Power grid:
(6 px per um) Pins as bars on the die edge. Tap cells in gray.
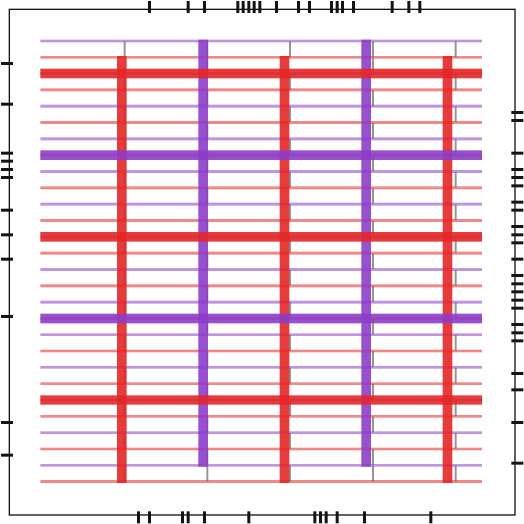
Placed cells, one color a class:
(6 px per um) Fill, decap, tap and diode cells in gray.
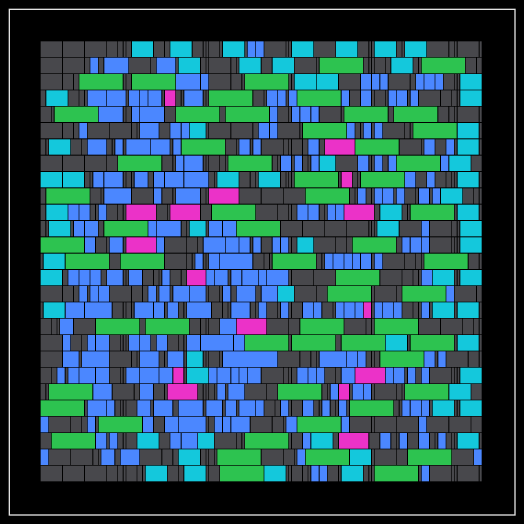
File: src/rtl/debug_loader_pkg.sv
// Shared constants for the debug loader: command bytes, FSM states, default address width.
package debug_loader_pkg;

  localparam int unsigned NB_ADDR_DEF = 10;

  localparam logic [7:0] CMD_LOAD  = 8'h4C;
  localparam logic [7:0] CMD_STEP  = 8'h53;
  localparam logic [7:0] CMD_RUN   = 8'h52;
  localparam logic [7:0] CMD_DEBUG = 8'h44;
  localparam logic [7:0] ACK_BYTE  = 8'h06;

  typedef enum logic [2:0] {
    IDLE,
    LD_CNT,
    LD_BYTE,
    LD_WRITE,
    STEP,
    ACK
  } state_t;

endpackage

File: src/rtl/debug_word_assembler.sv
// Big-endian byte-to-word shift register; flags the byte that completes a word.
module debug_word_assembler #(
  parameter int unsigned NB_BITS = 32,
  parameter int unsigned NB_BYTE = 8
) (
  input  logic               i_clk,
  input  logic               i_rst,
  input  logic               i_clr,
  input  logic               i_valid,
  input  logic [NB_BYTE-1:0] i_byte,
  output logic [NB_BITS-1:0] o_word,
  output logic               o_word_ready_c
);

  localparam int unsigned NB_IDX   = 2;
  localparam int unsigned LAST_IDX = NB_BITS / NB_BYTE - 1;

  logic [NB_BITS-1:0] word_q, word_d;
  logic [NB_IDX-1:0]  idx_q, idx_d;

  always_comb begin
    word_d = word_q;
    idx_d  = idx_q;
    if (i_clr) begin
      word_d = '0;
      idx_d  = '0;
    end else if (i_valid) begin
      // first byte shifts all the way up to the MSBs
      word_d = {word_q[NB_BITS-NB_BYTE-1:0], i_byte};
      idx_d  = (idx_q == NB_IDX'(LAST_IDX)) ? '0 : idx_q + NB_IDX'(1);
    end
  end

  always_ff @(posedge i_clk) begin
    if (i_rst) begin
      word_q <= '0;
      idx_q  <= '0;
    end else begin
      word_q <= word_d;
      idx_q  <= idx_d;
    end
  end

  assign o_word         = word_q;
  assign o_word_ready_c = i_valid && !i_clr && (idx_q == NB_IDX'(LAST_IDX));

endmodule

File: src/rtl/debug_loader.sv
// UART-command debug loader driving the Fetch debug port (load, step, run, debug).
// Define DEBUG_ECHO_EN to emit an acknowledge byte on o_tx_* in the ACK state.
module debug_loader
  import debug_loader_pkg::*;
#(
  parameter int unsigned NB_BITS = 32,
  parameter int unsigned NB_ADDR = NB_ADDR_DEF,
  parameter int unsigned NB_BYTE = 8,
  parameter int unsigned NB_CNT  = 8
) (
  input  logic               i_clk,
  input  logic               i_rst,
  input  logic [NB_BYTE-1:0] i_rx_data,
  input  logic               i_rx_valid,
  output logic [NB_BITS-1:0] o_data_debug,
  output logic [NB_ADDR-1:0] o_addr_debug,
  output logic               o_wren_debug,
  output logic               o_debug,
  output logic               o_step,
  output logic [NB_BYTE-1:0] o_tx_data,
  output logic               o_tx_valid,
  output logic               o_busy
);

  state_t             state_q, state_d;
  logic [NB_ADDR-1:0] addr_q, addr_d;
  logic [NB_CNT-1:0]  cnt_q, cnt_d;
  logic               debug_q, debug_d;
  logic               wren_q, wren_d;
  logic               step_q, step_d;
  logic               busy_q;
  logic               asm_clr, asm_valid, word_ready_c;
  logic [NB_BITS-1:0] word;

  debug_word_assembler #(
    .NB_BITS (NB_BITS),
    .NB_BYTE (NB_BYTE)
  ) u_asm (
    .i_clk          (i_clk),
    .i_rst          (i_rst),
    .i_clr          (asm_clr),
    .i_valid        (asm_valid),
    .i_byte         (i_rx_data),
    .o_word         (word),
    .o_word_ready_c (word_ready_c)
  );

  // Command decode and load sequencing; bytes are only consumed in IDLE, LD_CNT and LD_BYTE.
  always_comb begin
    state_d   = state_q;
    addr_d    = addr_q;
    cnt_d     = cnt_q;
    debug_d   = debug_q;
    wren_d    = 1'b0;
    step_d    = 1'b0;
    asm_clr   = 1'b0;
    asm_valid = 1'b0;
    case (state_q)
      IDLE: begin
        if (i_rx_valid) begin
          if (i_rx_data == NB_BYTE'(CMD_LOAD)) begin
            state_d = LD_CNT;
            debug_d = 1'b1;
            addr_d  = '0;
            asm_clr = 1'b1;
          end else if (i_rx_data == NB_BYTE'(CMD_STEP)) begin
            if (debug_q) begin
              state_d = STEP;
              step_d  = 1'b1;
            end
          end else if (i_rx_data == NB_BYTE'(CMD_RUN)) begin
            state_d = ACK;
            debug_d = 1'b0;
          end else if (i_rx_data == NB_BYTE'(CMD_DEBUG)) begin
            state_d = ACK;
            debug_d = 1'b1;
          end
        end
      end
      LD_CNT: begin
        if (i_rx_valid) begin
          cnt_d   = NB_CNT'(i_rx_data);
          state_d = (i_rx_data == '0) ? ACK : LD_BYTE;
        end
      end
      LD_BYTE: begin
        if (i_rx_valid) begin
          asm_valid = 1'b1;
          if (word_ready_c) begin
            state_d = LD_WRITE;
            wren_d  = 1'b1;
          end
        end
      end
      LD_WRITE: begin
        addr_d  = addr_q + NB_ADDR'(1);
        cnt_d   = cnt_q - NB_CNT'(1);
        state_d = (cnt_q == NB_CNT'(1)) ? ACK : LD_BYTE;
      end
      STEP:    state_d = ACK;
      ACK:     state_d = IDLE;
      default: state_d = IDLE;
    endcase
  end

  always_ff @(posedge i_clk) begin
    if (i_rst) begin
      state_q <= IDLE;
      addr_q  <= '0;
      cnt_q   <= '0;
      debug_q <= 1'b1;
      wren_q  <= 1'b0;
      step_q  <= 1'b0;
      busy_q  <= 1'b0;
    end else begin
      state_q <= state_d;
      addr_q  <= addr_d;
      cnt_q   <= cnt_d;
      debug_q <= debug_d;
      wren_q  <= wren_d;
      step_q  <= step_d;
      busy_q  <= (state_d != IDLE);
    end
  end

`ifdef DEBUG_ECHO_EN
  logic [NB_CNT-1:0]  wr_cnt_q, wr_cnt_d;
  logic               load_cmd_q, load_cmd_d;
  logic [NB_BYTE-1:0] tx_data_q, tx_data_d;
  logic               tx_valid_q, tx_valid_d;

  // Load acknowledges with the number of words written, other commands with ACK_BYTE.
  always_comb begin
    wr_cnt_d   = wr_cnt_q;
    load_cmd_d = load_cmd_q;
    if (state_q == IDLE && i_rx_valid) begin
      load_cmd_d = (i_rx_data == NB_BYTE'(CMD_LOAD));
      if (i_rx_data == NB_BYTE'(CMD_LOAD)) begin
        wr_cnt_d = '0;
      end
    end else if (state_q == LD_WRITE) begin
      wr_cnt_d = wr_cnt_q + NB_CNT'(1);
    end
    tx_valid_d = (state_d == ACK);
    tx_data_d  = load_cmd_d ? NB_BYTE'(wr_cnt_d) : NB_BYTE'(ACK_BYTE);
  end

  always_ff @(posedge i_clk) begin
    if (i_rst) begin
      wr_cnt_q   <= '0;
      load_cmd_q <= 1'b0;
      tx_data_q  <= '0;
      tx_valid_q <= 1'b0;
    end else begin
      wr_cnt_q   <= wr_cnt_d;
      load_cmd_q <= load_cmd_d;
      tx_data_q  <= tx_valid_d ? tx_data_d : '0;
      tx_valid_q <= tx_valid_d;
    end
  end

  assign o_tx_data  = tx_data_q;
  assign o_tx_valid = tx_valid_q;
`else
  assign o_tx_data  = '0;
  assign o_tx_valid = 1'b0;
`endif

  assign o_data_debug = word;
  assign o_addr_debug = addr_q;
  assign o_wren_debug = wren_q;
  assign o_debug      = debug_q;
  assign o_step       = step_q;
  assign o_busy       = busy_q;

endmodule

File: config.mk
export PLATFORM = sky130hd
export DESIGN_NAME = debug_loader
export DESIGN_NICKNAME = d
export VERILOG_FILES = /design/src/rtl/debug_loader_pkg.sv /design/src/rtl/debug_word_assembler.sv /design/src/rtl/debug_loader.sv
export SDC_FILE = /design/constraint.sdc
export NUM_CORES = 1
export LEC_CHECK = 0
export CORE_MARGIN = 5
export CORE_UTILIZATION = 49
export CTS_CLUSTER_DIAMETER = 50
export DETAILED_ROUTE_END_ITERATION = 7
export PLACE_DENSITY_LB_ADDON = 0.08
export SETUP_SLACK_MARGIN = 0.02
export SLEW_MARGIN = 20
export SYNTH_ARGS = -nofsm -noshare
export SYNTH_HDL_FRONTEND = slang
export SYNTH_SLANG_ARGS = --single-unit
File: constraint.sdc
create_clock -name i_clk -period 3.1 [get_ports i_clk]
set_input_delay 0.31 -clock i_clk [delete_from_list [all_inputs] [get_ports i_clk]]
set_output_delay 0.31 -clock i_clk [all_outputs]
set_load 0.005 [all_outputs]
==> notes.md <==
The run finished with clean final reports. The worst setup skew after layout came out at 0.00527 ns. The initial core utilization is 0.497, and the minimum clock period after layout is 2.09 ns. The synthesized netlist occupies a cell area of 0.00269 mm2. With the share of the cycle needed by the critical path after routing at 0.675, the final worst hold slack is 0.453 ns.

The global route stage reports its total congestion overflow as 0. Summed over all failing endpoints, the final setup total negative slack is 0 ns. The run gives 2 as the number of buffers on the longest clock path. The floorplan has 27 rows. The critical path startpoint category was a primary input.

Buffers inserted during clock tree synthesis total 9. The area recorded from the Yosys report for this design is 0.00269 mm2. In the log, the iteration count for the first detailed-route pass is 4. The total leakage power is 1.20 nW. The startpoint identified for the worst register-to-register timing path is state_q[2].

Per the synth stats, the flop cell with the highest instance count is sky130_fd_sc_hd__dfxtp_1. The run gives 0 as the cts-stage hold buffer count. STA puts the critical path data arrival time at 2.32 ns. The report puts the cell count of the worst reg-to-reg path at 4. For the worst reg-to-reg path, the endpoint reported by OpenROAD is o_busy. According to the I/O placement log, the pin count is 66. Yosys stat counts 329 cells in the synthesized netlist.

TritonCTS built the clock tree. The script logs the ratio of routed vias to standard cells as 5.46. The final antenna diode tally reported by the flow is 0. Per the post-CTS timing run, clock transition at the registers of the reported paths is 0.06 ns.

Setup repair after global routing left no endpoint under its margin. The run gives 4350 um for the half-perimeter wire length of the detailed placement result. The kind of end point of the critical path was a register.

The tools report the met2 track utilization from global routing as 0.274. Dividing the synthesized area by the synthesized cell count gives 8.17 um2. The stage logs contain a warning count of 27. The maximum level of the CTS H-tree was 3. Logged for this run, the post-placement worst setup slack is 0.694 ns. The script parses the final routing iteration and logs DRC violations as 0.

The tools report the worst endpoint required time as 3.32 ns. The count of filler cells inserted in the layout is 496, and the total number of clock tree sinks is 59. Setup slack on the worst reg-to-reg path comes out at 1.16 ns. The overall power is 1.43 mW, and the pin count of the biggest net entering global routing is 36. The growth of design area from synthesis to finish was 28.3%. The run gives 0.478 GHz for the maximum operating frequency. The number of failing hold endpoints at the final stage is 0. The start point of the worst hold path was u_asm.o_word[28].

For the relative slew slack, the log shows 0.528. The count of buffers added on input and output ports is 56. After synthesis the netlist holds a flip-flop and latch count of 59. The share of async-settable or async-resettable flops after synthesis works out to 0. The final layout contains routed wiring with a total length of 6320 um. The tools report the number of antenna violations at the first check in global routing as 0. The global routing stage identified its most utilized layer as met2.

The met3 routing resource usage after global routing came out at 0.0474. Once the clock tree was built, the resizer swapped 0 gates to a different size. The clock reaches the later pin of the worst-skew pair after 0.33 ns. The final-report max-slew violation count is 0, and the number of design-rule violations left by the first detailed-router iteration is 96. The chip occupies 0.00706 mm2. The run gives 1.01 ns for the setup slack of the critical path after layout. Along the worst path, the maximum fanout reaches 7.

Post-CTS timing repair inserted 0 buffers for setup. The number of cells on the worst hold path is 2. In this run, synthesis inferred 0 flip-flops with an integrated enable. Counting every instance in the synthesized netlist gives 329. The fraction of final layout cells sized beyond drive strength 1 works out to 0.0674. The kind of path behind the tightest hold check is reg2reg.

The library cells used most frequently in the layout, excluding fill and tap cells, are sky130_fd_sc_hd__nand2_1, sky130_fd_sc_hd__dfxtp_1, sky130_fd_sc_hd__clkdlybuf4s50_1, sky130_fd_sc_hd__a21oi_1, sky130_fd_sc_hd__nand3_1. The first global-routing pass estimated 10300 um of wire. The number of violations of the max-capacitance limit was 0.

The type of the worst setup path was in2reg. Endpoints with negative setup slack in the final report add up to 0. For the share of synthesized area occupied by flip-flops and latches, the log shows 0.440. Looking at the clock tree report, the root buffer type is sky130_fd_sc_hd__clkbuf_8. The script logs the mean routed wire length per placed instance as 13.8 um. The fraction of met1 tracks used by global routing is 0.229.

Warnings reported by Yosys during synthesis add up to 0. The launch point of the critical path was reported as i_rx_data[1]. Commonest non-fill, non-tap cell in the layout: sky130_fd_sc_hd__nand2_1.

At the pin with the least slew margin, the transition time is 0.690 ns. Number of global-route vias before repair: 2179. The number of nets still failing antenna checks after routing was 0; the net count reported at finish was 396. The run gives 49 as the tally of unique sky130hd cells used after synthesis.

Across the VDD grid, the largest voltage drop is 281 uV. The run gives 2502 as the number of vias in the routed layout. Power per standard cell area: 415 mW/mm2. The timing endpoint of the critical path was state_q[1]. The all-layer global routing usage is 0.179. Per the gpl log, the routability congestion estimate is 0.832.
Back to the opening pictures, 'power grid':
[purple] VDD
[red] VSS
met1 rails: 28
signal pins: 66
met4 straps: 5
rows: 27
die span in y: 84.0 um
Horiz. Die Dim: 84.0 um

Back to the opening pictures, 'placed cells, one color a class':
[green] registers | cells: 59 | share of their area: 35%
[magenta] clock drivers and dummy loads | cells: 16 | share of their area: 5.1%
[blue] remaining logic cells | cells: 248 | share of their area: 41%
[cyan] remaining buffers and delay cells | cells: 63 | share of their area: 18%
Final Cell Area: 0.00345 mm2
area of the core: 0.00541 mm2

==> logic make-up after synthesis <==
group / count (synthesis) / synth area share
other: 1 / 0.00140
buffers and inverters: 35 / 0.0661
AOI/OAI and AO/OA: 82 / 0.206
and+or+nand+nor: 148 / 0.268
adders and majority gates: 4 / 0.0186
DFF: 59 / 0.440
==> cells in the mapped netlist, drive strengths merged (2+ instances only) <==
cell | instances | area share
nand2 | 87 | 0.12
dfxtp | 59 | 0.44
a21oi | 43 | 0.080
clkbuf | 16 | 0.022
buf | 14 | 0.037
nand3 | 13 | 0.024
nor2 | 10 | 0.014
a2111o | 8 | 0.034
o2111ai | 8 | 0.026
inv | 5 | 0.0070
nand4 | 5 | 0.012
a31oi | 4 | 0.0093
ha | 4 | 0.019
a21o | 3 | 0.0084
and2 | 3 | 0.0070
nor3 | 3 | 0.0056
nor4 | 3 | 0.0070
nor4b | 3 | 0.014
o211ai | 3 | 0.0084
and4 | 2 | 0.0065
nand3b | 2 | 0.0056
nor2b | 2 | 0.0047
nor3b | 2 | 0.0056
nor4bb | 2 | 0.0075
o21ai | 2 | 0.0037
o221ai | 2 | 0.0065
or3 | 2 | 0.0047
or4 | 2 | 0.0056
==> per-layer routing <==
layer  wire (um)  up-vias
li1            -     1268
met1        2950     1167
met2        2940       53
met3         271       14
met4         147        0
met5           0        -
==> state kept, by name (all words and copies together), names as in the netlist <==
signal	count
u_asm.o_word	32
o_addr_debug	10
cnt_q	8
u_asm.idx_q	2
o_wren_debug	1
o_busy	1
o_debug	1
o_step	1
state_q	3
==> layout make-up <==
class	instances	area (um2)	area share
Multi-Input combinational cell	243	1370	0.398
Sequential cell	59	1180	0.343
Timing Repair Buffer	63	613	0.178
Clock buffer	11	141	0.0410
Tap cell	72	90.1	0.0261
Clock inverter	5	28.8	0.00835
Inverter	5	18.8	0.00545
==> worst max-delay path, cell delays in order <==
cell	delay [ns]
sky130_fd_sc_hd__clkdlybuf4s50_1	0.54
sky130_fd_sc_hd__or4_1	0.58
sky130_fd_sc_hd__or4_1	0.48
sky130_fd_sc_hd__a22o_1	0.25
sky130_fd_sc_hd__and2_1	0.15
==> power breakdown <==
| group | leakage, nW | switching [mW] | internal (mW) |
|---|---|---|---|
| combinational | 0.632 | 0.0380 | 0.0247 |
| sequential | 0.475 | 0.00203 | 0.759 |
| clock | 0.0928 | 0.298 | 0.307 |
| total | 1.20 | 0.338 | 1.09 |
==> worst min path at each step <==
| stage | end | slack [ns] |
|---|---|---|
| after floorplan | o_step | 0.43 |
| after global placement | u_asm.o_word[26] | 0.44 |
| after detailed placement | u_asm.o_word[29] | 0.45 |
| after CTS | u_asm.o_word[29] | 0.46 |
| after global routing | u_asm.o_word[30] | 0.47 |
| final | u_asm.o_word[28] | 0.45 |
==> per-stage QoR <==
| stage | cell area, um2 | utilization | std cells |
|---|---|---|---|
| after floorplan | 2720 | - | 337 |
| after global placement | 3280 | 0.606 | 442 |
| after detailed placement | 3280 | 0.606 | 442 |
| after CTS | 3450 | 0.638 | 458 |
| after global routing | 3450 | 0.638 | 458 |
| final | 3450 | 0.638 | 458 |
No activity file was given, so power comes from the tool's default toggle rates.
